`src/rtl/alu_pkg.sv`:
```
// alu_pkg: shared types for the multi-cycle ALU.
//   op_t    - 3-bit operation code (AND/OR/ADD/SUB/XOR/MUL, two reserved codes)
//   state_t - controller state (IDLE/BUSY/DONE)
package alu_pkg;

  typedef enum logic [2:0] {
    OP_AND  = 3'b000,
    OP_OR   = 3'b001,
    OP_ADD  = 3'b010,
    OP_SUB  = 3'b011,
    OP_XOR  = 3'b100,
    OP_MUL  = 3'b101,
    OP_RSV6 = 3'b110,
    OP_RSV7 = 3'b111
  } op_t;

  typedef enum logic [1:0] {
    IDLE = 2'd0,
    BUSY = 2'd1,
    DONE = 2'd2
  } state_t;

endpackage

```
`src/rtl/alu_comb.sv`:
```
// alu_comb: combinational logic unit for the single-cycle operations.
//   op    - operation code (MUL and reserved codes give all-zero results)
//   a, b  - operands
//   o     - result
//   cout  - carry out of the MSB (ADD), no-borrow flag (SUB), else 0
//   ovf   - two's-complement overflow (ADD/SUB), else 0
module alu_comb
  import alu_pkg::*;
#(
  parameter int WIDTH = 16
) (
  input  op_t              op,
  input  logic [WIDTH-1:0] a,
  input  logic [WIDTH-1:0] b,
  output logic [WIDTH-1:0] o,
  output logic             cout,
  output logic             ovf
);

  logic             is_sub;
  logic [WIDTH-1:0] b_eff;
  logic [WIDTH-1:0] sum;
  logic [WIDTH:0]   c;

  // SUB reuses the adder as a + ~b + 1: invert b and inject the +1 as carry-in.
  assign is_sub = (op == OP_SUB);
  assign c[0]   = is_sub;

  generate
    for (genvar gi = 0; gi < WIDTH; gi++) begin : g_slice
      assign b_eff[gi]  = b[gi] ^ is_sub;
      assign sum[gi]    = a[gi] ^ b_eff[gi] ^ c[gi];
      assign c[gi+1]    = (a[gi] & b_eff[gi]) | (c[gi] & (a[gi] ^ b_eff[gi]));
    end
  endgenerate

  always_comb begin
    o    = '0;
    cout = 1'b0;
    ovf  = 1'b0;
    case (op)
      OP_AND: o = a & b;
      OP_OR:  o = a | b;
      OP_XOR: o = a ^ b;
      OP_ADD, OP_SUB: begin
        o    = sum;
        cout = c[WIDTH];
        // Carry into the MSB differing from carry out of it means signed overflow.
        ovf  = c[WIDTH] ^ c[WIDTH-1];
      end
      default: ;
    endcase
  end

endmodule

```
`src/rtl/alu_mc.sv`:
```
// alu_mc: multi-cycle ALU with valid/ready handshakes on both sides.
//   clk, reset           - clock and synchronous active-high reset
//   in_valid / in_ready  - operation offer / acceptance (accepted only in IDLE)
//   op, i0, i1           - operation code and operands, captured at acceptance
//   out_valid/out_ready  - result available / consumer takes it
//   o, cout, zero, neg, ovf - registered result and status flags
// Single-cycle ops resolve on the accepting edge; MUL runs WIDTH shift-add
// iterations in BUSY and enters DONE on the edge of the last iteration.
module alu_mc
  import alu_pkg::*;
#(
  parameter int WIDTH = 16
) (
  input  logic             clk,
  input  logic             reset,
  input  logic             in_valid,
  output logic             in_ready,
  input  logic [2:0]       op,
  input  logic [WIDTH-1:0] i0,
  input  logic [WIDTH-1:0] i1,
  output logic             out_valid,
  input  logic             out_ready,
  output logic [WIDTH-1:0] o,
  output logic             cout,
  output logic             zero,
  output logic             neg,
  output logic             ovf
);

  localparam int CW = $clog2(WIDTH + 1);

  state_t             state_q, state_d;
  op_t                op_q, op_d;
  logic [WIDTH-1:0]   mcand_q, mcand_d;    // shifts right, LSB selects the add
  logic [2*WIDTH-1:0] mplier_q, mplier_d;  // shifts left, already aligned
  logic [2*WIDTH-1:0] acc_q, acc_d;
  logic [CW-1:0]      cnt_q, cnt_d;
  logic [WIDTH-1:0]   o_q, o_d;
  logic               cout_q, cout_d;
  logic               zero_q, zero_d;
  logic               neg_q, neg_d;
  logic               ovf_q, ovf_d;

  op_t              op_in;
  logic [WIDTH-1:0] comb_o;
  logic             comb_cout;
  logic             comb_ovf;

  assign op_in = op_t'(op);

  // Fed from the live inputs: it is only consulted on the accepting edge,
  // when the inputs are exactly the values being captured.
  alu_comb #(.WIDTH(WIDTH)) u_comb (
    .op   (op_in),
    .a    (i0),
    .b    (i1),
    .o    (comb_o),
    .cout (comb_cout),
    .ovf  (comb_ovf)
  );

  always_comb begin
    state_d  = state_q;
    op_d     = op_q;
    mcand_d  = mcand_q;
    mplier_d = mplier_q;
    acc_d    = acc_q;
    cnt_d    = cnt_q;
    o_d      = o_q;
    cout_d   = cout_q;
    zero_d   = zero_q;
    neg_d    = neg_q;
    ovf_d    = ovf_q;
    in_ready  = (state_q == IDLE);
    out_valid = (state_q == DONE);

    case (state_q)
      IDLE: begin
        if (in_valid) begin
          op_d     = op_in;
          mcand_d  = i0;
          mplier_d = {{WIDTH{1'b0}}, i1};
          acc_d    = '0;
          cnt_d    = '0;
          if (op_in == OP_MUL) begin
            state_d = BUSY;
          end else begin
            state_d = DONE;
            o_d     = comb_o;
            cout_d  = comb_cout;
            ovf_d   = comb_ovf;
            zero_d  = (comb_o == '0);
            neg_d   = comb_o[WIDTH-1];
          end
        end
      end

      BUSY: begin
        if (op_q == OP_MUL) begin
          if (mcand_q[0]) begin
            acc_d = acc_q + mplier_q;
          end
          mcand_d  = mcand_q >> 1;
          mplier_d = mplier_q << 1;
          cnt_d    = cnt_q + CW'(1);
          if (cnt_q == CW'(WIDTH - 1)) begin
            state_d = DONE;
            o_d     = acc_d[WIDTH-1:0];
            cout_d  = |acc_d[2*WIDTH-1:WIDTH];
            ovf_d   = |acc_d[2*WIDTH-1:WIDTH];
            zero_d  = (acc_d[WIDTH-1:0] == '0);
            neg_d   = acc_d[WIDTH-1];
          end
        end else begin
          // Unreachable for a legal capture; recover rather than stall.
          state_d = IDLE;
        end
      end

      DONE: begin
        if (out_ready) begin
          state_d = IDLE;
        end
      end

      default: state_d = IDLE;
    endcase
  end

  always_ff @(posedge clk) begin
    if (reset) begin
      state_q  <= IDLE;
      op_q     <= OP_AND;
      mcand_q  <= '0;
      mplier_q <= '0;
      acc_q    <= '0;
      cnt_q    <= '0;
      o_q      <= '0;
      cout_q   <= 1'b0;
      zero_q   <= 1'b0;
      neg_q    <= 1'b0;
      ovf_q    <= 1'b0;
    end else begin
      state_q  <= state_d;
      op_q     <= op_d;
      mcand_q  <= mcand_d;
      mplier_q <= mplier_d;
      acc_q    <= acc_d;
      cnt_q    <= cnt_d;
      o_q      <= o_d;
      cout_q   <= cout_d;
      zero_q   <= zero_d;
      neg_q    <= neg_d;
      ovf_q    <= ovf_d;
    end
  end

  assign o    = o_q;
  assign cout = cout_q;
  assign zero = zero_q;
  assign neg  = neg_q;
  assign ovf  = ovf_q;

endmodule

```
`config.mk`:
```
export PLATFORM = sky130hd
export DESIGN_NAME = alu_mc
export DESIGN_NICKNAME = d
export VERILOG_FILES = /design/src/rtl/alu_pkg.sv /design/src/rtl/alu_comb.sv /design/src/rtl/alu_mc.sv
export SDC_FILE = /design/constraint.sdc
export NUM_CORES = 1
export LEC_CHECK = 0
export ABC_CLOCK_PERIOD_IN_PS = 23500
export CORE_ASPECT_RATIO = 0.8
export CORE_MARGIN = 2
export CORE_UTILIZATION = 45
export CTS_BUF_LIST = sky130_fd_sc_hd__clkbuf_2 sky130_fd_sc_hd__clkbuf_4 sky130_fd_sc_hd__clkbuf_8
export CTS_CLUSTER_DIAMETER = 100
export CTS_CLUSTER_SIZE = 8
export DETAILED_ROUTE_END_ITERATION = 8
export DONT_BUFFER_PORTS = 1
export PLACE_DENSITY = 0.71
export SKIP_LAST_GASP = 1
export SYNTH_ARGS = -nofsm -noshare
export SYNTH_HDL_FRONTEND = slang
export SYNTH_SLANG_ARGS = --single-unit
export TNS_END_PERCENT = 10
```
`constraint.sdc`:
```
create_clock -name clk -period 23.5 [get_ports clk]
set_clock_uncertainty 0.15 [all_clocks]
set_input_delay 2.35 -clock clk [delete_from_list [all_inputs] [get_ports clk]]
set_output_delay 2.35 -clock clk [all_outputs]
set_load 0.03 [all_outputs]
```
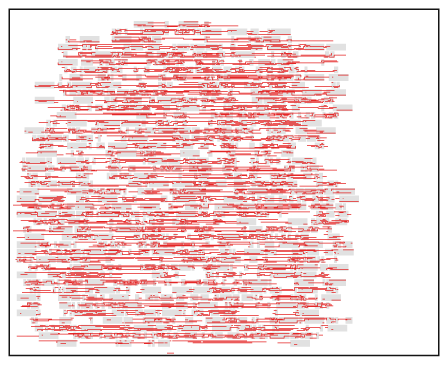
**Above:** run 1 (metal 1).
Cells faint in the background.
wire length on this layer	10800 um
nets with wire on the layer	1082
longest straight run	51.1 um
share of all routed wire	49%
main direction	horizontal

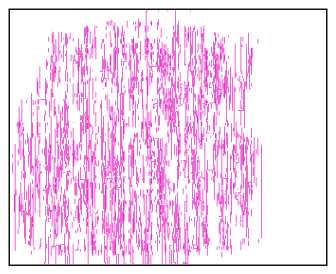
**Above:** run 1 (signal wires on met2).
share of all routed wire	41%
main direction	vertical
wire length on this layer	9210 um
longest straight run	51.7 um
nets with wire on the layer	880
vias after detailed routing: 7521
global routing met2 resource utilization: 34.7%
routed wire length: 22.3 mm

==> summary.txt, run 1 <==
The layout was made with Yosys and OpenROAD.

The hold buffer count at CTS is 0. The pre-CTS setup check shows a worst slack of 13.12 ns. The number of max-cap violations is 0. The skew report gives the latency at the later pin of the worst-skew pair as 0.41 ns. The number of nets in the finished design is 1157. The clock root buffer master is sky130_fd_sc_hd__clkbuf_8. The run finished with clean final reports. In the final routed layout, each cell accounts on average for between 15 and 20 um. The first-pass iteration count of the detailed router is 6.

According to the timing report, the critical path is launched from op[1]. The clock period minus final worst setup slack is 9.98 ns. Across all stage logs, warnings added up to 44. The summed negative setup slack over all endpoints is 0 ns. Setup repair after global routing left no endpoint under its margin. The longest incremental delay of any stage on the critical path is reported as 0.54 ns.

In the final layout, the share of cells above drive strength 1 is 3.84%. Data on the critical path arrives at its endpoint at around 10 ns. The number of synthesized flops with an enable pin is 0. The capture point of the worst register-to-register path is recorded as ovf$_SDFFE_PP0P_. The required time of the critical path is 23.69 ns. The dominant cell type by count on the critical path is sky130_fd_sc_hd__fa_1. The number of antenna diodes in the final layout is 0.
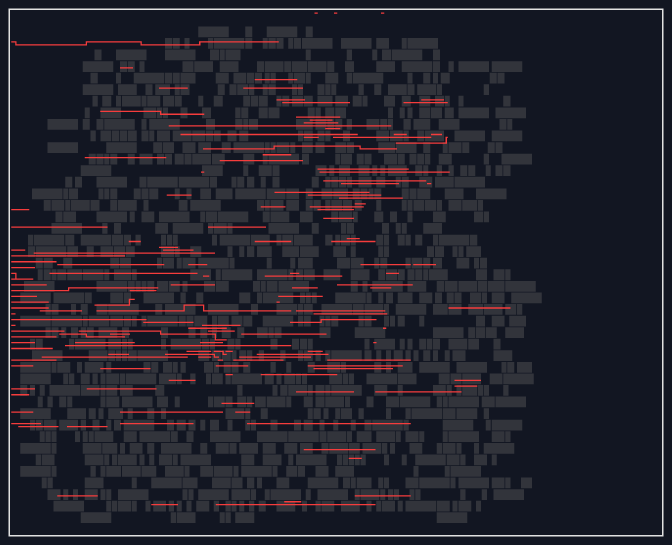
**Above:** run 1 (met3 routing).
Cells faint in the background.
nets with wire on the layer	108
longest straight run	52.9 um
wire length on this layer	1900 um
main direction	horizontal
share of all routed wire	8.5%
met3 GRT Util: 5.64%

run 1: stage by stage:
step	hold WS, ns	utilization, %	instance area [um^2]	cells
floorplan	0.286	-	8030	1090
global placement	0.289	46.7	8120	1251
detailed placement	0.295	46.7	8120	1251
CTS	0.310	47.8	8300	1267
global route	0.341	47.8	8300	1267
finish	0.314	47.8	8300	1267
run 1: metal layers:
layer / vias to the layer above / wire length (um) / track usage [%] / part of all wire [%]
met5: - / 0 / 0 / 0
met3: 20 / 1900 / 5.64 / 8.5
met1: 3519 / 10800 / 35.2 / 49
li1: 3707 / - / - / -
met2: 275 / 9210 / 34.7 / 41
met4: 0 / 379 / 5.84 / 1.7
run 1: power by group:
part,total (mW),internal [mW],switching [mW]
sequential,0.203,0.192,0.0112
combinational,0.0707,0.0276,0.0431
clock,0.114,0.0424,0.0711
total,0.388,0.262,0.125
run 1: worst max-delay path: cells and delay by family:
kind / cells / cell delay [ns]
compound gates: 3 / 0.29
fa+ha+maj: 15 / 5.67
simple gates: 4 / 0.98
buf+inv: 4 / 0.28
xor+xnor: 1 / 0.32
mux: 1 / 0.27
run 1: placed cells by master (no fill, tap or decap), types with 5 or more instances in the layout:
master / n
sky130_fd_sc_hd__a31oi_1: 22
sky130_fd_sc_hd__ha_1: 65
sky130_fd_sc_hd__fa_1: 16
sky130_fd_sc_hd__and3_1: 5
sky130_fd_sc_hd__a21o_1: 7
sky130_fd_sc_hd__xnor2_1: 32
sky130_fd_sc_hd__inv_1: 47
sky130_fd_sc_hd__nor2b_1: 12
sky130_fd_sc_hd__nor2_1: 152
sky130_fd_sc_hd__a211oi_1: 16
sky130_fd_sc_hd__nand3_1: 34
sky130_fd_sc_hd__o211ai_1: 8
sky130_fd_sc_hd__buf_4: 9
sky130_fd_sc_hd__a21oi_1: 116
sky130_fd_sc_hd__clkbuf_8: 9
sky130_fd_sc_hd__dfxtp_1: 109
sky130_fd_sc_hd__o21ai_0: 46
sky130_fd_sc_hd__a311oi_1: 32
sky130_fd_sc_hd__mux2_2: 6
sky130_fd_sc_hd__xor2_1: 14
sky130_fd_sc_hd__a22oi_1: 9
sky130_fd_sc_hd__nand4_1: 14
sky130_fd_sc_hd__nand2_1: 162
sky130_fd_sc_hd__mux2i_1: 20
sky130_fd_sc_hd__nor3_1: 18
run 1: flip-flops by register name, summed over array words and instances, names as in the netlist, 2 cells and up:
signal,cells
acc_q,32
mplier_q,32
mcand_q,16
o,16
cnt_q,5
op_q,3
state_q,2
run 1: cells by family (layout without fill, tap and decap cells):
| group | after synthesis | in the layout | share of synthesized area, % |
|---|---|---|---|
| flip-flops | 109 | 109 | 27.2 |
| XOR/XNOR | 46 | 46 | 5.02 |
| multiplexers | 26 | 26 | 3.34 |
| buffers and inverters | 121 | 73 | 5.71 |
| adder cells (fa/ha/maj) | 81 | 81 | 14.1 |
| AND/OR/NAND/NOR | 422 | 422 | 22.4 |
| AND-OR/OR-AND | 285 | 285 | 22.3 |
run 1: layout make-up:
class	count	area, um^2
Fill cell	1702	9080
Multi-Input combinational cell	860	5410
Timing Repair Buffer	9	67.6
Inverter	48	180
Tap cell	225	282
Clock buffer	11	139
Sequential cell	109	2180
Clock inverter	5	42.5
--- run 2 (diff from run 1) ---
ABC_CLOCK_PERIOD_IN_PS = 9650   (was 23500)
clock period = 9.65 ns   (was 23.5 ns; I/O delays follow)
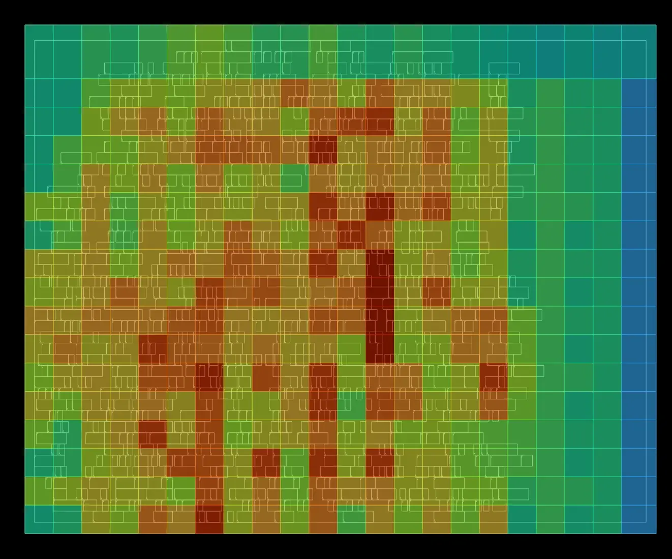
**Above:** run 2 (track usage over the die).
detailed-route wire length per cell: 17.7 um
busiest grt layer: met2
met3 GRT Util: 5.22%
met1 global-route usage: 34.3%
GRT Overall Usage: 24.0%

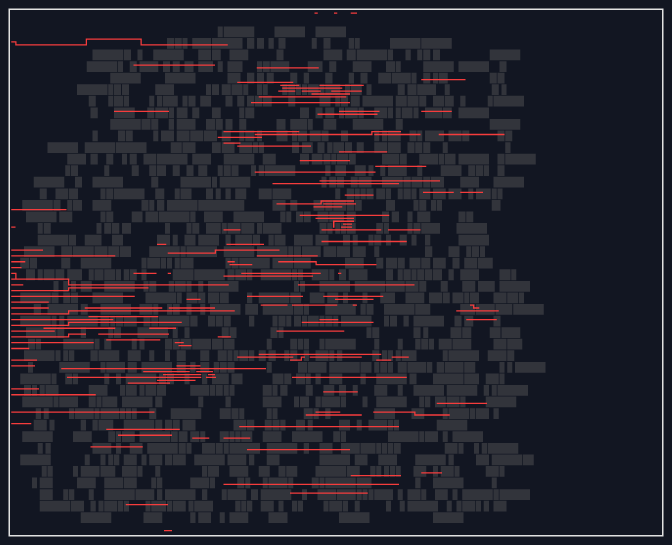
**Above:** run 2 (met3 routing).
Cells faint in the background.
longest straight run	47.8 um
wire length on this layer	1880 um
nets with wire on the layer	110

==> run 2 against run 1 <==
Die size unchanged; via count increased by 0.85%; routed wire length increased by 0.29%; global-route usage increased by 0.19 points; worst hold slack got worse by 0.00081 ns; first-iteration DRC count decreased by 22%; clock power increased to 2.5 times the previous value; sequential share of layout area about the same; worst setup slack got worse by 12 ns; critical path depth unchanged; clock-buffer cell count decreased by 1; critical endpoint unchanged; largest power group unchanged.
==> summary.txt, run 2 <==
The layout was made with Yosys and OpenROAD.

The fraction of layout cells with a size suffix above 1 is 3.75%. Once synthesis finished, the tally of register bits stood at 109. The run finished with clean final reports.

The worst-margin pin slew is 1.11 ns. The post-synth count of flops with an enable pin is 0. The via count of the first global-routing pass is about 6900. After routing, the total negative slack on setup checks comes to 0 ns. After the flow finishes, the layout carries non-filler instances totaling 1266. Across all hold checks on the routed design, the worst slack comes to between 0.3 and 0.4 ns. Setup repair after global routing left no endpoint under its margin. After clock tree synthesis, the repair step resized 0 gates.

Per the layout report, the design carries 1721 filler cells. The beginning of the critical path is op[1]. The stage-log warning count is between 40 and 50. The count of boundary I/O pins is 61.

The arrival time reported for the critical path endpoint is about 8.3 ns. Setup violations remaining at the end of the flow were counted as 0. Per the layout area report, the combinational gate area comes to 5410 um^2. The tree is rooted in a sky130_fd_sc_hd__clkbuf_8. The largest registers in the layout are acc_q (32), mplier_q (32).

The number of maximum-capacitance violations recorded for the run is 0. The dominant logic cell type in the layout is sky130_fd_sc_hd__nand2_1. Once placement finished, the instance area stood at 8120 um^2. The hold buffer count at CTS is 0. The post-CTS setup buffer count is 0. After detailed placement, the design holds a cell count of approximately 1300. The worst register-to-register path begins at mplier_q[0]$_SDFFE_PP0P_. The dominant cell type by count on the critical path is sky130_fd_sc_hd__fa_1.

The final antenna diode count is 0. The cell area after layout is around 8300 um^2. Counting I/O delays and the setup requirement, the final critical path takes 8.08 ns.

The sequential cell area is 2180 um^2. Per the detail_route report, the via count comes to 7585. The first-pass iteration count of the detailed router is 5. The top cell types in the final layout, fill and taps aside, are sky130_fd_sc_hd__nand2_1, sky130_fd_sc_hd__nor2_1, sky130_fd_sc_hd__a21oi_1. STA puts the critical path data required time at about 9.8 ns. The area inside the core boundary is about 17000 um^2. After detailed routing, the total wire length is 22.4 mm. The net count of the mapped netlist is 1210.

The number of nets in the finished design is 1157. By area the synthesized netlist is led by sky130_fd_sc_hd__dfxtp_1, sky130_fd_sc_hd__ha_1, sky130_fd_sc_hd__nand2_1. The worst stage delay on the critical path is 0.44 ns.

Per the detail_route report, vias per standard cell equal between 5 and 6. STA lists the startpoint of the worst hold path as op_q[1]$_SDFFE_PP0P_.
==> run 2: netlist changes by cell type in the layout (fill, tap and decap cells not counted) <==
| cell | delta |
|---|---|
| sky130_fd_sc_hd__inv_6 | -1 |
| sky130_fd_sc_hd__clkinv_4 | -2 |
| sky130_fd_sc_hd__clkbuf_4 | -1 |
| sky130_fd_sc_hd__clkinvlp_4 | +2 |
| sky130_fd_sc_hd__bufinv_16 | +1 |
==> run 2: per-stage QoR <==
step / worst slack [ns] / utilization, %
global placement: 1.29 / 46.7
floorplan: 0.640 / -
CTS: 1.61 / 47.8
finish: 1.57 / 47.8
global route: 1.23 / 47.8
detailed placement: 1.19 / 46.7
==> run 2: logic make-up after synthesis <==
| kind of cell | share of synthesized area, % |
|---|---|
| DFF | 27.2 |
| muxes | 3.34 |
| AOI/OAI and AO/OA | 22.3 |
| and+or+nand+nor | 22.4 |
| xor gates and xnor gates | 5.02 |
| adders and majority gates | 14.1 |
| buffers and inverters | 5.71 |
==> run 2: layout make-up <==
| cell class | instances | share of cell area, % |
|---|---|---|
| multi-input cells | 860 | 65.1 |
| flip-flops and latches | 109 | 26.3 |
| well taps | 225 | 3.39 |
| inverters | 48 | 2.17 |
| clock buffers | 10 | 1.58 |
| repair buffers | 9 | 0.813 |
| clock inverters | 5 | 0.738 |
==> run 2: routing by layer <==
metal | GRT usage (%) | part of all wire (%) | wire (um)
met5 | 0 | 0 | 0
met4 | 6.25 | 1.8 | 410
met3 | 5.22 | 8.4 | 1880
met2 | 36.6 | 42 | 9510
met1 | 34.3 | 47 | 10600
==> run 2: where the power goes <==
group | total [mW] | internal (mW) | switching (mW) | leakage (nW)
combinational | 0.176 | 0.0683 | 0.107 | 2.29
sequential | 0.495 | 0.468 | 0.0271 | 0.888
clock | 0.290 | 0.123 | 0.167 | 0.0937
total | 0.961 | 0.660 | 0.301 | 3.27
==> run 2: worst max-delay path: cells and delay by family <==
family	cells	cell delay, ns
simple gates	4	0.62
fa+ha+maj	15	5.70
buf+inv	4	0.28
compound gates	3	0.28
xor+xnor	1	0.17
mux	1	0.27
==> run 2: path summary, 6_finish.rpt <==
kind,end,slack (ns),cells past startpoint
worst max-delay path,o[15]$_SDFFE_PP0P_,1.57,28
worst min-delay path,op_q[1]$_SDFFE_PP0P_,0.31,2
worst max register to register,ovf$_SDFFE_PP0P_,5.55,12
worst min register to register,op_q[1]$_SDFFE_PP0P_,0.31,2
--- run 3 (diff from run 2) ---
ABC_CLOCK_PERIOD_IN_PS = 8200   (was 9650)
clock period = 8.2 ns   (was 9.65 ns; I/O delays follow)
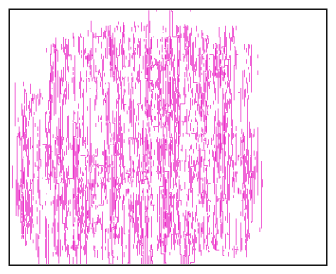
**Above:** run 3 (signal wires on met2).
main direction	vertical
wire length on this layer	9580 um
routed wire length: 22.4 mm
global routing met2 resource utilization: 36.4%
vias after detailed routing: 7487

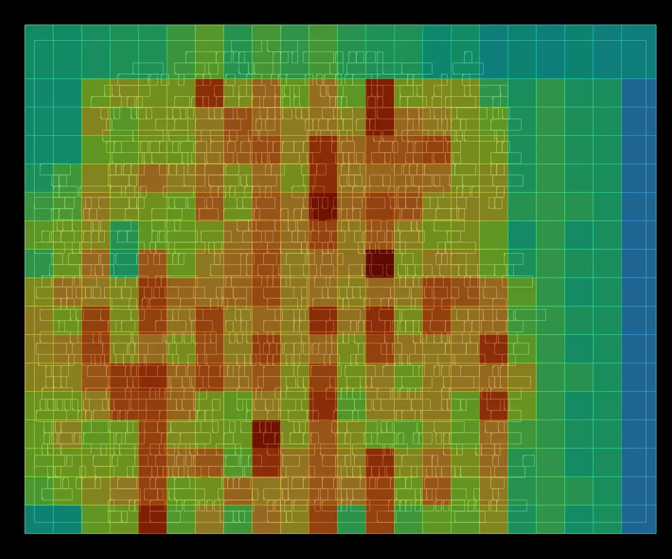
**Above:** run 3 (track usage over the die).
GRT Overall Usage: 23.9%
detailed-route wire length per cell: 17.7 um

==> run 3 against run 2 <==
Final cell count grew 0.16%; design area is 0.57% higher; worst hold slack hardly changed; routed wire length barely moved; global-route usage fell by 0.064 points; sequential power is 18% higher; via count shrank 1.3%; first-iteration DRC count is 6.2% lower; total power increased by 19%; non-clock buffer count increased by 1; utilization grew 0.27 points; critical path depth stayed put; critical path type unchanged; critical endpoint unchanged.
==> summary.txt, run 3 <==
The layout was made with Yosys and OpenROAD.

The number of hold buffers added after CTS was 0. The area inside the core boundary is 17400 um^2. The repair_antennas step left the layout with diodes totalling 0. Warnings raised by the tools during the run amount to 44. The report lists the number of cells resized after CTS as 0. The largest registers in the layout are acc_q (32), mplier_q (32).

CTS placed an instance of sky130_fd_sc_hd__clkbuf_8 at the clock tree root. The net switching power in the latest report is 0.366 mW. According to the I/O placement log, the pin count is 61.

The net count of the mapped netlist is 1210. On the worst path, the slowest cell contributes a delay of ~0.43 ns. The run finished with clean final reports. Of the total power, the clock network draws 30.8%. The startpoint identified for the worst hold timing path is op_q[0]$_SDFFE_PP0P_. The synthesis report lists the most area-consuming cells as sky130_fd_sc_hd__dfxtp_1, sky130_fd_sc_hd__ha_1, sky130_fd_sc_hd__nand2_1. The terminus of the critical flop-to-flop path is ovf$_SDFFE_PP0P_. The dominant cell type by count on the critical path is sky130_fd_sc_hd__fa_1. Cells with a size suffix above 1 make up 4.51% of the layout. The layout report lists the combined flip-flop and latch area as roughly 2200 um^2.

The post-CTS setup buffer count is 0. The most common logic cells in the final layout are sky130_fd_sc_hd__nand2_1, sky130_fd_sc_hd__nor2_1, sky130_fd_sc_hd__a21oi_1. The filler cells instantiated in the layout total 1728.
[run 3: cell counts after synthesis]
Identical to the previous run, type by type.
[run 3: cells by family after synthesis]
family | share of synthesized area [%]
xor+xnor | 5.02
simple gates | 22.4
fa+ha+maj | 14.1
mux | 3.34
flops | 27.2
compound gates | 22.3
buf+inv | 5.71
[run 3: through the flow]
| stage | util, % | setup WS, ns | hold slack, ns |
|---|---|---|---|
| after detailed placement | 46.9 | 0.137 | 0.293 |
| after global placement | 46.9 | 0.244 | 0.288 |
| after floorplan | - | 0.0245 | 0.286 |
| after global routing | 48.1 | 0.210 | 0.307 |
| final | 48.1 | 0.534 | 0.313 |
| after CTS | 48.1 | 0.563 | 0.310 |
[run 3: area by class of cell]
class / instances / area share, %
Clock buffer: 9 / 1.48
Clock inverter: 7 / 1.00
Inverter: 48 / 2.16
Multi-Input combinational cell: 860 / 65.0
Sequential cell: 109 / 26.1
Tap cell: 225 / 3.37
Timing Repair Buffer: 10 / 0.898
[run 3: power groups by stage]
stage	Sequential, mW	Clock (mW)	Combinational [mW]
6_report	0.583	0.352	0.209
5_1_grt	0.586	0.375	0.234
4_1_cts	0.583	0.359	0.206
3_5_place_dp	0.595	0	0.205
3_3_place_gp	0.594	0	0.201
2_1_floorplan	0.586	0	0.174
[run 3: per-layer routing]
| layer | global-route usage, % | up-vias | wire, um |
|---|---|---|---|
| met5 | 0 | - | 0 |
| met4 | 6.08 | 0 | 390 |
| met3 | 5.61 | 27 | 1890 |
| met2 | 36.4 | 261 | 9580 |
| met1 | 34.1 | 3497 | 10500 |
| li1 | - | 3702 | - |
[run 3: how the worst max path moves through the flow]
stage                     start            endpoint  slack, ns  depth (start not counted)
after floorplan           op[2]  o[15]$_SDFFE_PP0P_       0.02                         30
after global placement    op[1]  o[15]$_SDFFE_PP0P_       0.24                         28
after detailed placement  op[1]  o[15]$_SDFFE_PP0P_       0.14                         28
after CTS                 op[1]  o[15]$_SDFFE_PP0P_       0.56                         28
after global routing      op[1]  o[15]$_SDFFE_PP0P_       0.21                         28
final                     op[1]  o[15]$_SDFFE_PP0P_       0.53                         28
[run 3: tightest hold or removal path, delay by kind of cell, from the launching register on]
kind | cells | cell delay (ns)
and+or+nand+nor | 1 | 0.05
DFF | 1 | 0.32
AOI/OAI and AO/OA | 1 | 0.05
Power and IR drop assume default switching activity.
